Fig. 1: run 1, sizing map
Scale bar: 20 µm.
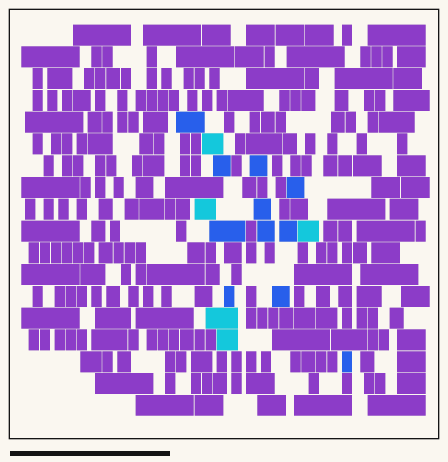
Fig. 2: run 1, a small window of the routed layout
Window x 23 to 53, y 0 to 30 µm. Cells in gray, sequential cells in the stronger gray; small squares are vias.
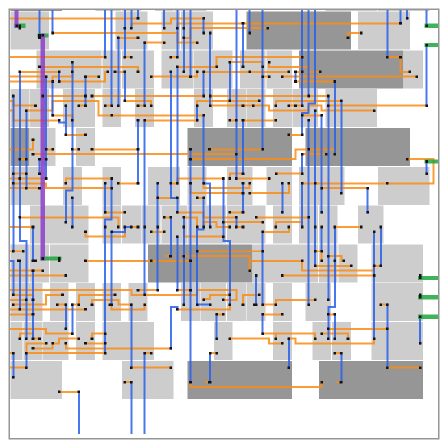
Fig. 3: run 1, register map, names as in the netlist
Scale bar: 20 µm.
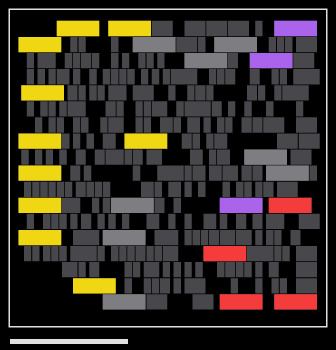
$ cat src/rtl/tow_match_ctrl_if.sv
// Signal bundle between the board-side match control and the tug-of-war round sequencer.
// master drives start and the round datapath results; slave is the sequencer.
interface tow_match_ctrl_if #(
    parameter int SCORE_W = 3
);
    logic               start;
    logic               winrnd;
    logic               right;
    logic               tie;
    logic               clr;
    logic               arm;
    logic [SCORE_W-1:0] score_l;
    logic [SCORE_W-1:0] score_r;
    logic [3:0]         round_no;
    logic               timeout;
    logic               match_done;
    logic               winner_r;

    modport master (
        output start, winrnd, right, tie,
        input  clr, arm, score_l, score_r, round_no, timeout, match_done, winner_r
    );

    modport slave (
        input  start, winrnd, right, tie,
        output clr, arm, score_l, score_r, round_no, timeout, match_done, winner_r
    );
endinterface

$ cat src/rtl/tow_match_ctrl.sv
// Match-level sequencer for the tug-of-war round datapath: clears rounds, arms play,
// scores results, enforces post-round hold and per-round timeout, declares the winner.
module tow_match_ctrl #(
    parameter int ROUNDS_TO_WIN = 3,
    parameter int SCORE_W       = 3,
    parameter int HOLD_CYC      = 8,
    parameter int TMO_CYC       = 1000,
    parameter int TMO_W         = 10
) (
    input logic             clk,
    input logic             rst,
    tow_match_ctrl_if.slave bus
);
    typedef enum logic [2:0] {IDLE, CLEAR, PLAY, HOLD, DONE} state_t;

    localparam logic [TMO_W-1:0]   TMO_LAST  = TMO_W'(TMO_CYC - 1);
    localparam logic [TMO_W-1:0]   HOLD_LAST = TMO_W'(HOLD_CYC - 1);
    localparam logic [SCORE_W-1:0] WIN_SCORE = SCORE_W'(ROUNDS_TO_WIN);

    state_t             state;
    logic [TMO_W-1:0]   timer;
    logic [SCORE_W-1:0] score_l;
    logic [SCORE_W-1:0] score_r;
    logic [3:0]         round_no;
    logic               timeout;
    logic               winner_r;
    logic [3:0]         round_inc;
    logic               live;

    assign round_inc = (round_no == 4'd15) ? round_no : round_no + 4'd1;
    // First PLAY cycle still sees the previous round's datapath outputs.
    assign live      = (timer != '0);

    always_ff @(posedge clk) begin
        if (rst) begin
            state    <= IDLE;
            timer    <= '0;
            score_l  <= '0;
            score_r  <= '0;
            round_no <= '0;
            timeout  <= 1'b0;
            winner_r <= 1'b0;
        end else begin
            timeout <= 1'b0;
            case (state)
                IDLE, DONE: begin
                    if (bus.start) begin
                        state    <= CLEAR;
                        score_l  <= '0;
                        score_r  <= '0;
                        round_no <= '0;
                    end
                end
                CLEAR: begin
                    timer <= '0;
                    state <= PLAY;
                end
                PLAY: begin
                    timer <= timer + TMO_W'(1);
                    if (live && bus.tie) begin
                        round_no <= round_inc;
                        timer    <= '0;
                        state    <= HOLD;
                    end else if (live && bus.winrnd) begin
                        if (bus.right) score_r <= score_r + SCORE_W'(1);
                        else           score_l <= score_l + SCORE_W'(1);
                        round_no <= round_inc;
                        timer    <= '0;
                        state    <= HOLD;
                    end else if (timer == TMO_LAST) begin
                        timeout  <= 1'b1;
                        round_no <= round_inc;
                        timer    <= '0;
                        state    <= HOLD;
                    end
                end
                HOLD: begin
                    timer <= timer + TMO_W'(1);
                    if (timer == HOLD_LAST) begin
                        timer <= '0;
                        if (score_l == WIN_SCORE || score_r == WIN_SCORE) begin
                            winner_r <= (score_r == WIN_SCORE);
                            state    <= DONE;
                        end else begin
                            state <= CLEAR;
                        end
                    end
                end
                default: state <= IDLE;
            endcase
        end
    end

    assign bus.clr        = (state == CLEAR);
    assign bus.arm        = (state == PLAY);
    assign bus.match_done = (state == DONE);
    assign bus.score_l    = score_l;
    assign bus.score_r    = score_r;
    assign bus.round_no   = round_no;
    assign bus.timeout    = timeout;
    assign bus.winner_r   = winner_r;
endmodule
$ cat src/flat_wrapper.sv
// flat-port wrapper written by rule: the top's interface ports become plain ports
module tow_match_ctrl_flat 
#(
    parameter int ROUNDS_TO_WIN = 3,
    parameter int SCORE_W       = 3,
    parameter int HOLD_CYC      = 8,
    parameter int TMO_CYC       = 1000,
    parameter int TMO_W         = 10
)
  (clk, rst, bus_start, bus_winrnd, bus_right, bus_tie, bus_clr, bus_arm, bus_score_l, bus_score_r, bus_round_no, bus_timeout, bus_match_done, bus_winner_r);
  tow_match_ctrl_if #(.SCORE_W(SCORE_W)) bus_i ();
  input logic clk;
  input logic rst;
  input wire logic [$bits(bus_i.start)-1:0] bus_start;
  input wire logic [$bits(bus_i.winrnd)-1:0] bus_winrnd;
  input wire logic [$bits(bus_i.right)-1:0] bus_right;
  input wire logic [$bits(bus_i.tie)-1:0] bus_tie;
  output wire logic [$bits(bus_i.clr)-1:0] bus_clr;
  output wire logic [$bits(bus_i.arm)-1:0] bus_arm;
  output wire logic [$bits(bus_i.score_l)-1:0] bus_score_l;
  output wire logic [$bits(bus_i.score_r)-1:0] bus_score_r;
  output wire logic [$bits(bus_i.round_no)-1:0] bus_round_no;
  output wire logic [$bits(bus_i.timeout)-1:0] bus_timeout;
  output wire logic [$bits(bus_i.match_done)-1:0] bus_match_done;
  output wire logic [$bits(bus_i.winner_r)-1:0] bus_winner_r;
  assign bus_i.start = bus_start;
  assign bus_i.winrnd = bus_winrnd;
  assign bus_i.right = bus_right;
  assign bus_i.tie = bus_tie;
  assign bus_clr = bus_i.clr;
  assign bus_arm = bus_i.arm;
  assign bus_score_l = bus_i.score_l;
  assign bus_score_r = bus_i.score_r;
  assign bus_round_no = bus_i.round_no;
  assign bus_timeout = bus_i.timeout;
  assign bus_match_done = bus_i.match_done;
  assign bus_winner_r = bus_i.winner_r;
  tow_match_ctrl #(.ROUNDS_TO_WIN(ROUNDS_TO_WIN), .SCORE_W(SCORE_W), .HOLD_CYC(HOLD_CYC), .TMO_CYC(TMO_CYC), .TMO_W(TMO_W)) u_core (.clk(clk), .rst(rst), .bus(bus_i));
endmodule
$ cat config.mk
export PLATFORM = sky130hd
export DESIGN_NAME = tow_match_ctrl_flat
export DESIGN_NICKNAME = d
export VERILOG_FILES = /design/src/rtl/tow_match_ctrl_if.sv /design/src/rtl/tow_match_ctrl.sv /design/src/flat_wrapper.sv
export SDC_FILE = /design/constraint.sdc
export NUM_CORES = 1
export LEC_CHECK = 0
export ABC_AREA = 1
export CORE_UTILIZATION = 58
export DETAILED_ROUTE_END_ITERATION = 8
export GPL_TIMING_DRIVEN = 0
export PLACE_DENSITY_LB_ADDON = 0.05
export RECOVER_POWER = 100
export SLEW_MARGIN = 0
export SYNTH_ARGS = -nofsm -noshare
export SYNTH_HDL_FRONTEND = slang
export SYNTH_SLANG_ARGS = --single-unit
$ cat constraint.sdc
create_clock -name clk -period 2.6 [get_ports clk]
set_input_delay 0.52 -clock clk [delete_from_list [all_inputs] [get_ports clk]]
set_output_delay 0.52 -clock clk [all_outputs]
set_load 0.01 [all_outputs]
==> CHANGELOG.md, run 1 <==
### Physical design

* Worst setup margin at approximately 0.28 ns
* Initial Util at 61.4%
* Insertion delay at the late pin of the worst-skew pair at 0.31 ns
* Number of buffers created by CTS at 3
* Largest fanout on the critical path at 6
* DRT antenna net count at 0
* Critical Path End Type: output pin
* Run status: complete, no violations
* Worst-margin pin slew at roughly 0.55 ns
* Worst hold path stage count at 2
* DRC viols at 0
* PwrDens at about 800 nW/µm²
* Area added between synthesis and finish at 15.4%
* Worst R2R Start: u_core.timer[0]$_SDFFE_PP0P_
* Wire length of the first global-routing pass at ~4800 µm
* Number of slew-limit violations in the final report at 0
* Net Sw Frac at 44.8%
* Highest layer used for signal routing: met4
* Proportion of power drawn by combinational gates at 51.1%
* Yosys cell count at approximately 240
* Startpoint type of the worst setup path: register
* Setup Viol. Count Final at 0
* HPWL after detailed placement at ~2200 µm
* Placement Setup Slack at approximately 0.66 ns
* Detailed route wirelength on metal2 at approximately 1400 µm
* Inserted Diodes at 0
* Comb. pwr at about 0.00072 W
* Final-report hold violation count at 0
* Origin of the worst min-delay path: u_core.bus.winner_r$_SDFFE_PP0P_
* DRT Pass-1 Iters at 4
* H-Tree Depth at 1
* Sequence of cells on the critical path: inv_2, nor2_4, nand2_2, inv_1, dlygate4sd3_1
* Vias in the first global route at approximately 1.2k
* Delay of the slowest cell on the worst path at ~0.63 ns
* Ratio of cells with drive above 1 in the final layout at 6.11%
* CP top delay family: buffers and inverters
* Max-cap check violation count at 0
* Average detailed-routed wire length per instance at around 10 µm
* Overflow after GRT at 0
* Largest area contributor in the netlist: sky130_fd_sc_hd__dfxtp_1
* Sum of met3 wire segment lengths after detailed routing at ~63 µm
* Synthesis Warnings at 0
* Worst Setup Path Type: register to output pin
* Average via count per standard cell at 4.85
* Area figure in the yosys stat output at around 1500 µm²
* Top pwr grp: combinational cells
* Number of unique standard cell types used by synthesis at 30
* Number of antenna violations at the first check in global routing at 0
* CP Depth at 5
* Clk. pwr at approximately 0.00017 W
* Clock tree from TritonCTS: yes
* Hold buffer count at CTS at 0
* Int Power at 0.000781 W
## Picture notes: Fig. 1
- x1 and smaller: purple (cells 246; share 94%; most used nand2_1)
- x3 and x4: cyan (cells 5; share 1.9%; most used clkbuf_4)
- x2: blue (cells 11; share 4.2%)

## Picture notes: Fig. 2
- M4: purple
- M2: blue
- M3: green
- M1: orange
- most frequent: nor2_1 (15), inv_1 (10), nand2_1 (10)
- sequential cells in the window: 7
- cells with their middle in the window: 84
- netlist names of flops here include: `u_core.bus.round_no` (4)

## Picture notes: Fig. 3
- `u_core.bus.score_r`: purple (placed flops 3)
- `u_core.timer`: yellow (placed flops 10)
- `u_core.bus.round_no`: red (placed flops 4; where south-east)
- not colored: 8
Layout Utilization: 70.9%
power of the sequential group: 0.000518 W
area of all sequential standard cells: 500 µm²
share of the final layout cell area in sequential cells: 28.2%

-- run 1: Yosys cell counts, types with 2 or more instances --
master                     number
sky130_fd_sc_hd__nand3_1        7
sky130_fd_sc_hd__nor2_2         6
sky130_fd_sc_hd__nand2_2        5
sky130_fd_sc_hd__a21oi_1       12
sky130_fd_sc_hd__xor2_1         4
sky130_fd_sc_hd__ha_1           7
sky130_fd_sc_hd__inv_2          2
sky130_fd_sc_hd__o21ai_0        9
sky130_fd_sc_hd__nor2_1        34
sky130_fd_sc_hd__nand3b_1       2
sky130_fd_sc_hd__inv_1         36
sky130_fd_sc_hd__nor3_1         2
sky130_fd_sc_hd__nand2_1       66
sky130_fd_sc_hd__nand4_1        4
sky130_fd_sc_hd__xnor2_1        2
sky130_fd_sc_hd__dfxtp_1       25
sky130_fd_sc_hd__nor2_4         2
-- run 1: cell type report --
| type | count | area, µm² |
|---|---|---|
| Buffer | 3 | 15.0 |
| Clock buffer | 4 | 26.3 |
| Fill cell | 255 | 728 |
| Inverter | 38 | 143 |
| Multi-Input combinational cell | 172 | 850 |
| Sequential cell | 25 | 500 |
| Tap cell | 30 | 37.5 |
| Timing Repair Buffer | 20 | 200 |
-- run 1: kinds of logic (layout without fill, tap and decap cells) --
kind of cell    after synthesis  count (layout)  synth area share [%]
fa+ha+maj                     7               7                  5.70
flops                        25              25                  32.6
compound gates               26              26                  9.45
buf+inv                      41              65                  10.3
simple gates                133             133                  38.5
xor+xnor                      6               6                  3.42
-- run 1: routing by layer --
metal	vias up	track usage (%)
met5	-	0
li1	787	-
met3	4	2.59
met1	607	29.3
met4	0	7.89
met2	18	39.2
--- run 2 (diff from run 1) ---
- GPL_TIMING_DRIVEN: 0 -> default
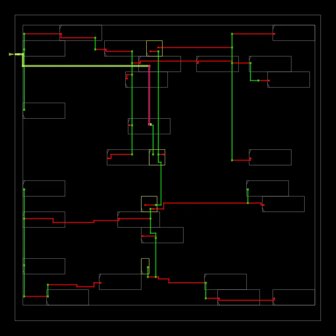
Fig. 4. Clock routing (run 2).
worst clock skew: 0.00558 ns
Clk. pwr: 0.000178 W
sink count of the clock tree: 25

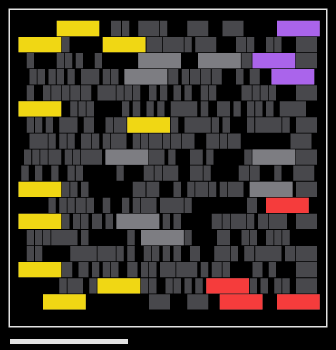
Fig. 5. Register map, names as in the netlist (run 2).
Scale bar: 20 µm.
- `u_core.bus.score_r`: purple (placed flops 3)
- `u_core.timer`: yellow (placed flops 10)
- `u_core.bus.round_no`: red (placed flops 4; where south-east)
- not colored: 8

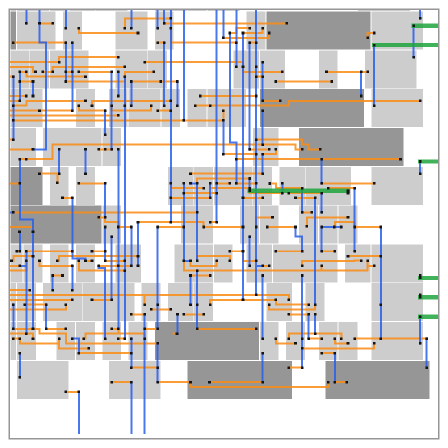
Fig. 6. A small window of the routed layout (run 2).
Window x 23 to 53, y 0 to 30 µm. Cells in gray, sequential cells in the stronger gray; small squares are vias.
- M2: blue
- M1: orange
- M3: green
- most frequent: nor2_1 (15), inv_1 (11), nand2_1 (11)
- cells with their middle in the window: 82
- sequential cells in the window: 7
- netlist names of flops here include: `u_core.bus.round_no` (4)

==> CHANGELOG.md, run 2 <==
### Physical design

* Run status: complete, no violations
* Worst Setup Path Type: register to output pin
* Post-synthesis share of cell area spent on and-or and or-and gates at a little under a tenth
* Overflow after GRT at 0
* Largest area contributor in the netlist: sky130_fd_sc_hd__dfxtp_1
* Largest combinational cell category by area: simple AND/OR/NAND/NOR gates
* Wire length of the first global-routing pass at 4790 µm
* Hold buffer count at CTS at 0
* Flip-flops at 25
* Comb/total area at around half
* Area used by multi-input combinational logic at approximately 840 µm²
* Most common cell in the netlist: sky130_fd_sc_hd__nand2_1
* Setup Viol. Count Final at 0
* Int Power at a little under 0.0008 W
* Ratio of cells with drive above 1 in the final layout at ~5.8%
* DRT Pass-1 Iters at 4
* DRT antenna net count at 0
* Basic Gates by Area at between 30% and 40%
* Number of clock buffer instances in the layout at 4
* Worst-margin pin slew at 0.477 ns
* Startpoint type of the worst setup path: register
* Synthesis Warnings at 0
* Yosys cell count at between 200 and 250
* Proportion of power drawn by combinational gates at between 50% and 60%
* Comb. pwr at a little over 0.0007 W
* Number of unique standard cell types used by synthesis at 30
* Largest fanout on the critical path at 13
* Number of slew-limit violations in the final report at 0
* Area figure in the yosys stat output at 1540 µm²
* Signal inverters at 38
* Insertion delay at the late pin of the worst-skew pair at about 0.32 ns
* Net Sw Frac at 44.8%
* HPWL after detailed placement at 2170 µm
* Area added between synthesis and finish at 14.6%
* Area of all sequential standard cells at about 500 µm²
* Power of the sequential group at 0.000514 W
* Clock tree from TritonCTS: yes
* TAP cells at 30
* PwrDens at approximately 800 nW/µm²
* Multi-input combinational gate total at around 170
* Worst setup margin at 0.202 ns
* Top pwr grp: combinational cells
run 2: cell counts after synthesis:
Identical to the previous run, type by type.
run 2: layer usage:
| layer | global-route usage (%) | part of all wire, % | up-vias |
|---|---|---|---|
| met5 | 0 | 0 | - |
| met3 | 2.87 | 2.2 | 2 |
| met2 | 41.7 | 48 | 21 |
| met1 | 27.3 | 49 | 621 |
| met4 | 8.33 | 0.34 | 0 |
| li1 | - | - | 782 |
run 2: per-stage QoR:
step                instances  utilization (%)
global route              290             70.4
CTS                       290             71.7
global placement          286             70.6
floorplan                 238                -
detailed placement        286             70.6
finish                    290             70.4
run 2: kinds of logic (layout without fill, tap and decap cells):
group	Yosys count	in the layout
buffers and inverters	41	63
adder cells (fa/ha/maj)	7	7
flip-flops	25	25
XOR/XNOR	6	6
AND-OR/OR-AND	26	26
AND/OR/NAND/NOR	133	133
run 2: critical path, cell delays in order, from the launching register on:
cell and delay (ns):
sky130_fd_sc_hd__dfxtp_1 0.41, sky130_fd_sc_hd__inv_2 0.06, sky130_fd_sc_hd__nor2_4 0.11, sky130_fd_sc_hd__nand2_2 0.17, sky130_fd_sc_hd__inv_1 0.19, sky130_fd_sc_hd__dlygate4sd3_1 0.62
run 2: path summary, 6_finish.rpt:
kind	from	to	depth (start not counted)
hold reg to reg	u_core.bus.winner_r$_SDFFE_PP0P_	u_core.bus.winner_r$_SDFFE_PP0P_	2
setup reg to reg	u_core.timer[1]$_SDFFE_PP0P_	u_core.timer[5]$_SDFFE_PP0P_	10
hold / removal	u_core.bus.winner_r$_SDFFE_PP0P_	u_core.bus.winner_r$_SDFFE_PP0P_	2
setup / recovery	u_core.state[1]$_SDFFE_PP0P_	bus_arm	5
Power and IR drop assume default switching activity.
